Clock routing:
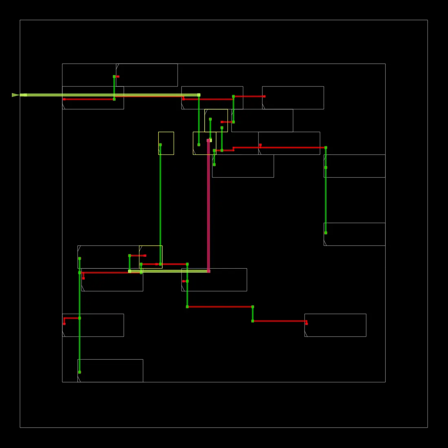
M3 wires:
Drawn at 10 px/um.
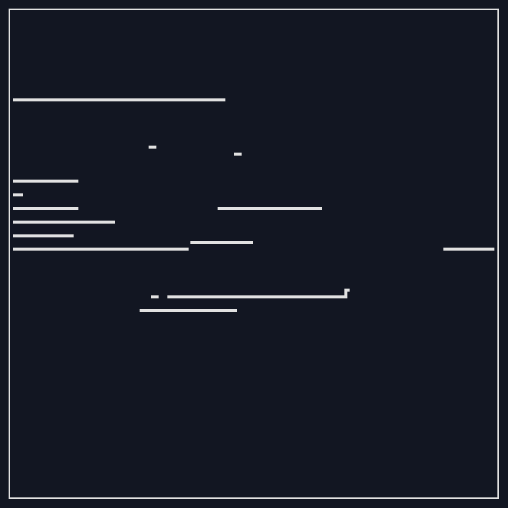
Selected gate families:
Drawn at 6 px/um.
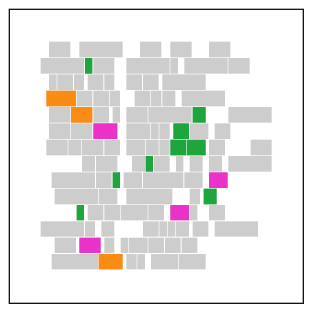
Signal wires by layer:
Drawn at 6 px/um.
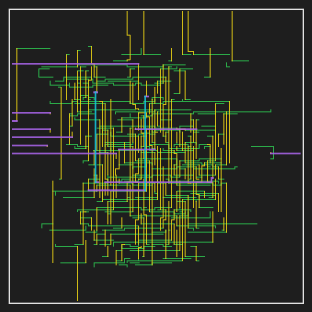
Routed clock nets over the placement:
Drawn at 10 px/um.
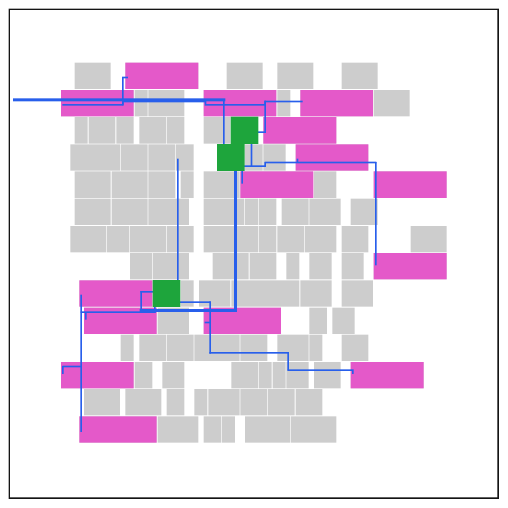
[config.mk]
export PLATFORM = sky130hd
export DESIGN_NAME = garage_gate_controller
export DESIGN_NICKNAME = d
export VERILOG_FILES = /design/src/rtl/garage_gate_controller.sv
export SDC_FILE = /design/constraint.sdc
export NUM_CORES = 1
export LEC_CHECK = 0
export CAP_MARGIN = 20
export CORE_MARGIN = 5
export CORE_UTILIZATION = 49
export CTS_CLUSTER_SIZE = 40
export DETAILED_ROUTE_END_ITERATION = 6
export GPL_TIMING_DRIVEN = 1
export HOLD_SLACK_MARGIN = 0.15
export PLACE_DENSITY = 0.76
export SYNTH_ARGS = -nofsm -noshare
export SYNTH_HDL_FRONTEND = slang
export SYNTH_SLANG_ARGS = --single-unit
[constraint.sdc]
create_clock -name clock -period 1.65 [get_ports clock]
set_input_delay 0.33 -clock clock [delete_from_list [all_inputs] [get_ports clock]]
set_output_delay 0.33 -clock clock [all_outputs]
set_load 0.02 [all_outputs]
[src/rtl/garage_gate_controller.sv]
// Gate-side initiator: turns lane sensor levels into single request pulses,
// waits for the matching grant and holds the barrier until the car has cleared.
module garage_gate_controller #(
    parameter int GATE_OPEN_CYCLES = 8,
    parameter int GRANT_TIMEOUT    = 4,
    parameter int TIMER_W          = 4
) (
    input  logic clock,
    input  logic reset,
    input  logic car_at_entry,
    input  logic car_at_exit,
    input  logic open_entry_door,
    input  logic open_exit_door,
    input  logic garage_is_complete,
    output logic car_entry_request,
    output logic car_exit_request,
    output logic entry_gate_up,
    output logic exit_gate_up,
    output logic entry_denied,
    output logic grant_timeout,
    output logic busy
);

    typedef enum logic [2:0] {
        S_IDLE,
        S_REQ,
        S_WAIT_GRANT,
        S_GATE_OPEN,
        S_WAIT_CLEAR
    } state_t;

    localparam logic [TIMER_W-1:0] GRANT_LOAD = TIMER_W'(GRANT_TIMEOUT);
    localparam logic [TIMER_W-1:0] GATE_LOAD  = TIMER_W'(GATE_OPEN_CYCLES);
    localparam logic [TIMER_W-1:0] TIMER_ONE  = TIMER_W'(1);

    localparam logic DIR_ENTRY = 1'b0;
    localparam logic DIR_EXIT  = 1'b1;

    state_t             state, state_nxt;
    logic               dir, dir_nxt;
    logic [TIMER_W-1:0] timer, timer_nxt;
    logic               denied_nxt;
    logic               timeout_nxt;
    logic               grant;
    logic               sensor;

    assign grant  = (dir == DIR_EXIT) ? open_exit_door : open_entry_door;
    assign sensor = (dir == DIR_EXIT) ? car_at_exit    : car_at_entry;

    // NOTE: every always_comb target gets a default first so no path can infer a latch.
    always_comb begin
        state_nxt   = state;
        dir_nxt     = dir;
        timer_nxt   = timer;
        denied_nxt  = 1'b0;
        timeout_nxt = 1'b0;
        case (state)
            S_IDLE: begin
                // Exit first: serving it frees a space for a waiting entry car.
                if (car_at_exit) begin
                    dir_nxt   = DIR_EXIT;
                    state_nxt = S_REQ;
                end else if (car_at_entry && !garage_is_complete) begin
                    dir_nxt   = DIR_ENTRY;
                    state_nxt = S_REQ;
                end else if (car_at_entry) begin
                    denied_nxt = 1'b1;
                end
            end
            S_REQ: begin
                timer_nxt = GRANT_LOAD;
                state_nxt = S_WAIT_GRANT;
            end
            S_WAIT_GRANT: begin
                if (grant) begin
                    timer_nxt = GATE_LOAD;
                    state_nxt = S_GATE_OPEN;
                end else if (timer == '0) begin
                    timeout_nxt = 1'b1;
                    state_nxt   = S_IDLE;
                end else begin
                    timer_nxt = timer - TIMER_ONE;
                end
            end
            S_GATE_OPEN: begin
                timer_nxt = (timer == '0) ? '0 : timer - TIMER_ONE;
                // The last hold cycle already samples the lane, so a car that has
                // left lets the gate drop after exactly the minimum hold time.
                if (timer <= TIMER_ONE) begin
                    state_nxt = sensor ? S_WAIT_CLEAR : S_IDLE;
                end
            end
            S_WAIT_CLEAR: begin
                if (!sensor) begin
                    state_nxt = S_IDLE;
                end
            end
            default: state_nxt = S_IDLE;
        endcase
    end

    // NOTE: sequential state uses non-blocking assignments so every register samples pre-edge values.
    always_ff @(posedge clock) begin
        if (reset) begin
            state             <= S_IDLE;
            dir               <= DIR_ENTRY;
            timer             <= '0;
            car_entry_request <= 1'b0;
            car_exit_request  <= 1'b0;
            entry_gate_up     <= 1'b0;
            exit_gate_up      <= 1'b0;
            entry_denied      <= 1'b0;
            grant_timeout     <= 1'b0;
            busy              <= 1'b0;
        end else begin
            state             <= state_nxt;
            dir               <= dir_nxt;
            timer             <= timer_nxt;
            car_entry_request <= (state_nxt == S_REQ) && (dir_nxt == DIR_ENTRY);
            car_exit_request  <= (state_nxt == S_REQ) && (dir_nxt == DIR_EXIT);
            entry_gate_up     <= (state_nxt == S_GATE_OPEN || state_nxt == S_WAIT_CLEAR)
                                 && (dir_nxt == DIR_ENTRY);
            exit_gate_up      <= (state_nxt == S_GATE_OPEN || state_nxt == S_WAIT_CLEAR)
                                 && (dir_nxt == DIR_EXIT);
            entry_denied      <= denied_nxt;
            grant_timeout     <= timeout_nxt;
            busy              <= (state_nxt != S_IDLE);
        end
    end

endmodule

==> metrics.cfg <==
[synthesis]
yosys.cell_types.count=36
avgSynthCellArea_um2=9.31
synth.area.mux_share_pct=4.76
edf_count=0
yosysCellCount=79
netlist_instances=79

[final_timing]
setup_violations=0
timing.hold.ws_ps=593
worst_pin_slew_ps=418
min_period_over_period_pct=96.9

[placement]
portBuffers=13
place_ws_ps=-119

[global_route]
antenna_found_initial=0
globalRouteOverflowTotal=0
grt_pass1_vias=754

[clock_network]
hold_buffers=0
path_clk_slew_ps=90
cts-root-buf=clkbuf_4

[final_layout]
drive_above_1_share_pct=27.8

[outcome]
status=finished, final reports clean

[pwr]
p_seq_share_pct=44.6

[drt]
ant_nets=0
vias=721

[critical_path]
critPathKind=reg -> reg

Notes on 'clock routing' above:
registers: 15
Clock Sinks: 15
clkbuf count: 3
Clk power: 216 uW
Insertion Delay late pin: 290 ps

Notes on 'M3 wires' above:
wire length on this layer: 117 um
main direction: horizontal
Detailed Route WL: 1.84 mm
grt met3 use: 5.83%

Notes on 'selected gate families' above:
[AND-OR and OR-AND gates] magenta | cells: 4
[multiplexers] orange | cells: 3
[NAND gates] green | cells: 9
fin cells: 124
dominant logic cell type in the layout: buf_4
combinational fraction of the cell area: 41.9%

Notes on 'signal wires by layer' above:
[met1] green | wire length: 829 um
[met2] yellow | wire length: 868 um
[met4] cyan | wire length: 30.6 um
[met3] purple | wire length: 117 um
Avg WL per Cell: 14.9 um
global-route usage over all layers: 16.3%

Notes on 'routed clock nets over the placement' above:
[clock wires] blue | length: 187 um
[cells driving clock nets] green | count: 3
[flip-flops] magenta | count: 15
routed clock nets: 4
Clk pwr share: 22.7%
Clock Skews: 5.25 ps

-- critical path, stage by stage (launching register included) --
cell	delay, ps
dfxtp_2	340
inv_1	50
ha_1	210
nor3b_4	170
buf_4	150
or4_4	480
a21oi_2	140
-- power by group through the flow --
stage	Combinational [mW]	Clock, mW	Sequential (mW)
after global routing	0.339	0.237	0.428
after detailed placement	0.292	0	0.427
final	0.310	0.216	0.424
after global placement	0.287	0	0.426
after CTS	0.296	0.217	0.420
after floorplan	0.151	0	0.436
-- registers in the layout, indices dropped and copies added (netlist names) --
register           count
timer                  4
state                  3
busy                   1
car_entry_request      1
car_exit_request       1
dir                    1
entry_denied           1
entry_gate_up          1
exit_gate_up           1
grant_timeout          1
-- metal layers --
metal / global-route usage [%] / vias to the layer above / share of wire [%]
li1: - / 355 / -
met1: 18.4 / 343 / 45
met2: 26.3 / 19 / 47
met3: 5.83 / 4 / 6.3
met4: 8.97 / 0 / 1.6
met5: 0 / - / 0
-- worst paths after layout --
check	endpoint	from	cells after the start	slack (ps)
max	timer[0]	timer[0]	6	50
min	timer[3]	timer[3]	2	590
max reg2reg	timer[0]	timer[0]	6	50
min reg2reg	timer[3]	timer[3]	2	590
-- through the flow --
step	power (mW)	area, um2	util (%)
after global routing	1.00	1030	69.8
after floorplan	0.587	736	-
after global placement	0.713	976	66.3
after detailed placement	0.719	976	66.3
final	0.949	1030	69.8
after CTS	0.933	1010	68.5
-- layout make-up --
| type | instances | area [um2] |
|---|---|---|
| repair buffers | 27 | 235 |
| flip-flops and latches | 15 | 303 |
| well taps | 16 | 20.0 |
| inverters | 3 | 11.3 |
| fillers | 118 | 444 |
| clock buffers | 3 | 22.5 |
| multi-input cells | 59 | 430 |
| clock inverters | 1 | 5.00 |
Power is estimated from default activity; no workload was simulated.
